Fig. 1: I/O nets highlighted
Drawn at 2 px/micron.
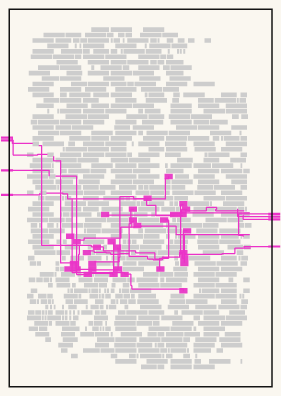
Fig. 2: gate-type map
Drawn at 2 px/micron.
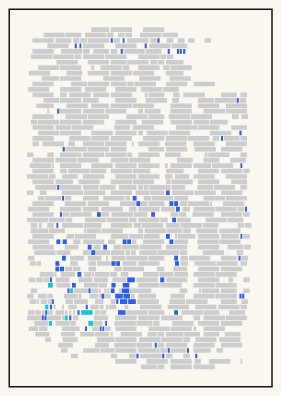
Fig. 3: sequential cells coloured by netlist name
Drawn at 2 px/micron.
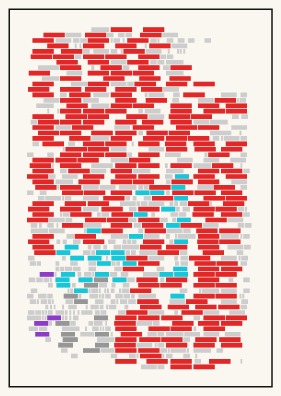
Fig. 4: clock nets
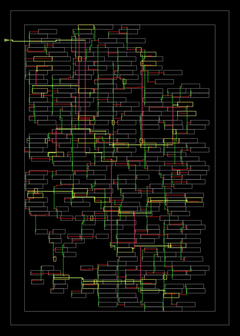
`src/rtl/instr_loader.sv`:
```
// Byte-stream to instruction-word loader: LSB-first assembler feeding a first-word-fall-through FIFO.
// Optional partial-word idle timeout is enabled by defining INSTR_LOADER_TIMEOUT_EN.
module instr_loader #(
    parameter int INSTR_W = 32,
    parameter int DEPTH   = 8,
    parameter int TIMEOUT = 1024
) (
    input  logic                       clk,
    input  logic                       rst,
    input  logic [7:0]                 rx_data,
    input  logic                       rx_valid,
    input  logic                       flush,
    output logic [INSTR_W-1:0]         instr_o,
    output logic                       instr_valid,
    input  logic                       instr_ready,
    output logic [$clog2(DEPTH+1)-1:0] count,
    output logic                       full,
    output logic                       empty,
    output logic                       overflow,
    output logic                       timeout_err
);
    localparam int NB    = INSTR_W / 8;
    localparam int IDX_W = (NB > 1) ? $clog2(NB) : 1;
    localparam int PTR_W = $clog2(DEPTH);
    localparam int CNT_W = $clog2(DEPTH + 1);
    localparam logic [IDX_W-1:0] LAST_IDX = IDX_W'(NB - 1);

    logic [IDX_W-1:0]   byte_idx_reg, byte_idx_next, lane_idx;
    logic [INSTR_W-1:0] partial_reg, partial_next, partial_base, assembled;
    logic [INSTR_W-1:0] mem [DEPTH];
    logic [PTR_W-1:0]   wr_ptr_reg, rd_ptr_reg;
    logic [CNT_W-1:0]   count_reg;
    logic               overflow_reg, timeout_err_reg;
    logic               expire, word_done, pop, push, drop;

`ifdef INSTR_LOADER_TIMEOUT_EN
    localparam int TO_W = $clog2(TIMEOUT + 1);
    logic [TO_W-1:0] idle_reg;

    assign expire = (byte_idx_reg != '0) && (idle_reg == TO_W'(TIMEOUT));

    // Counts cycles without a byte while a word is partially assembled.
    always_ff @(posedge clk) begin
        if (rst || flush) begin
            idle_reg <= '0;
        end else if (rx_valid || byte_idx_next == '0) begin
            idle_reg <= '0;
        end else begin
            idle_reg <= idle_reg + TO_W'(1);
        end
    end
`else
    // Without the idle counter TIMEOUT has no effect; this is constant false.
    assign expire = (TIMEOUT < 0);
`endif

    // An expiring partial word is discarded, so a byte in that cycle lands in lane 0.
    assign lane_idx     = expire ? '0 : byte_idx_reg;
    assign partial_base = expire ? '0 : partial_reg;
    assign word_done    = rx_valid && (lane_idx == LAST_IDX);

    generate
        for (genvar gi = 0; gi < NB; gi++) begin : g_lane
            assign assembled[8*gi +: 8] = (rx_valid && lane_idx == IDX_W'(gi))
                                        ? rx_data : partial_base[8*gi +: 8];
        end
    endgenerate

    always_comb begin
        byte_idx_next = lane_idx;
        partial_next  = partial_base;
        if (rx_valid) begin
            byte_idx_next = word_done ? '0 : lane_idx + IDX_W'(1);
            partial_next  = assembled;
        end
    end

    assign empty       = (count_reg == '0);
    assign full        = (count_reg == CNT_W'(DEPTH));
    assign instr_valid = !empty;
    assign pop         = instr_valid && instr_ready;
    assign push        = word_done && (!full || pop);
    assign drop        = word_done && full && !pop;

    always_ff @(posedge clk) begin
        if (rst || flush) begin
            byte_idx_reg    <= '0;
            partial_reg     <= '0;
            wr_ptr_reg      <= '0;
            rd_ptr_reg      <= '0;
            count_reg       <= '0;
            overflow_reg    <= 1'b0;
            timeout_err_reg <= 1'b0;
        end else begin
            byte_idx_reg <= byte_idx_next;
            partial_reg  <= partial_next;
            if (push) wr_ptr_reg <= wr_ptr_reg + PTR_W'(1);
            if (pop)  rd_ptr_reg <= rd_ptr_reg + PTR_W'(1);
            if (push && !pop) begin
                count_reg <= count_reg + CNT_W'(1);
            end else if (pop && !push) begin
                count_reg <= count_reg - CNT_W'(1);
            end
            if (drop)   overflow_reg    <= 1'b1;
            if (expire) timeout_err_reg <= 1'b1;
        end
    end

    // Storage carries no reset; the head is masked while the FIFO is empty.
    always_ff @(posedge clk) begin
        if (push && !rst && !flush) begin
            mem[wr_ptr_reg] <= assembled;
        end
    end

    assign instr_o     = empty ? '0 : mem[rd_ptr_reg];
    assign count       = count_reg;
    assign overflow    = overflow_reg;
    assign timeout_err = timeout_err_reg;
endmodule
```
`config.mk`:
```
export PLATFORM = sky130hd
export DESIGN_NAME = instr_loader
export DESIGN_NICKNAME = d
export VERILOG_FILES = /design/src/rtl/instr_loader.sv
export SDC_FILE = /design/constraint.sdc
export NUM_CORES = 1
export LEC_CHECK = 0
export CAP_MARGIN = 20
export CORE_ASPECT_RATIO = 1.5
export CORE_MARGIN = 8
export CORE_UTILIZATION = 60
export DETAILED_ROUTE_END_ITERATION = 10
export HOLD_SLACK_MARGIN = 0.02
export PLACE_DENSITY = 0.79
export SLEW_MARGIN = 5
export SYNTH_ARGS = -nofsm -noshare
export SYNTH_HDL_FRONTEND = slang
export SYNTH_SLANG_ARGS = --single-unit
```
`constraint.sdc`:
```
create_clock -name clk -period 5.2 [get_ports clk]
set_input_delay 1.04 -clock clk [delete_from_list [all_inputs] [get_ports clk]]
set_output_delay 1.04 -clock clk [all_outputs]
set_load 0.05 [all_outputs]
```
==> impl_metrics.ini <==
; implementation run metrics
[sta]
final.min_clock_period_ns = 4.16
final-hold-violation-count = 0
slew_worst_pin_ns = 0.923

[run_status]
outcome = finished clean

[run]
maxCapViolCount = 0
tool_warnings = 29

[floorplanning]
floorplanUtilization_pct = 60.5
core_area_sq_um = 19500

[drt]
wl_met3_microns = 1060
antenna_left = 0
dr.pass1.iters = 4

[layout]
n_antenna_cell = 0
area_dominant_class = flip-flops and latches
area_growth_synth_to_finish_pct = 14.4

[critical_path]
worst_ep_arrival_time_ns = 3.12

[grt]
grt_util_met1_pct = 23.1
grt-ovfl-total = 0

[logic_synthesis]
fp_nets = 631
yosys.cell_types.count = 36

[placement]
place_area_sq_um = 12700
## Picture notes: Fig. 1
Key: magenta = rx_data [bits 8, direction input, edge 4 left, 4 right, end cells 32, buffers 8, wire 1170 microns]

## Picture notes: Fig. 2
Key: cyan = aoi and oai cells [cells 7, where lower left]; blue = nor cells [cells 89]

## Picture notes: Fig. 3
Key: cyan = partial_base [flops 32]; purple = count [flops 4, where lower left]; red = mem [flops 256, where spread over the die]

## Picture notes: Fig. 4
layout clock buffer count: 32
number of buffers inserted during clock tree synthesis: 26
Layout Skew: 0.0144 ns
worst-skew pair later-pin latency: 0.53 ns
CTS sink count: 304

[cells by family after synthesis]
family | synth area share [%]
xor+xnor | 0.518
mux | 18.2
other cells | 0.0317
compound gates | 0.582
flops | 73.1
fa+ha+maj | 1.12
simple gates | 4.54
buf+inv | 1.89
[cell usage after synthesis (7+ instances only)]
master / instances
ha_1: 9
dfxtp_1: 48
mux2_2: 32
buf_2: 11
nor2_1: 54
edfxtp_1: 256
mux4_2: 64
nor2b_1: 32
clkbuf_1: 7
mux2i_1: 35
[where the power goes]
group / switching [mW] / total, mW / internal, mW
clock network: 0.817 / 1.93 / 1.11
registers: 0.00163 / 2.62 / 2.62
logic: 0.0464 / 0.0702 / 0.0238
total: 0.866 / 4.62 / 3.76
Power is estimated from default activity; no workload was simulated.
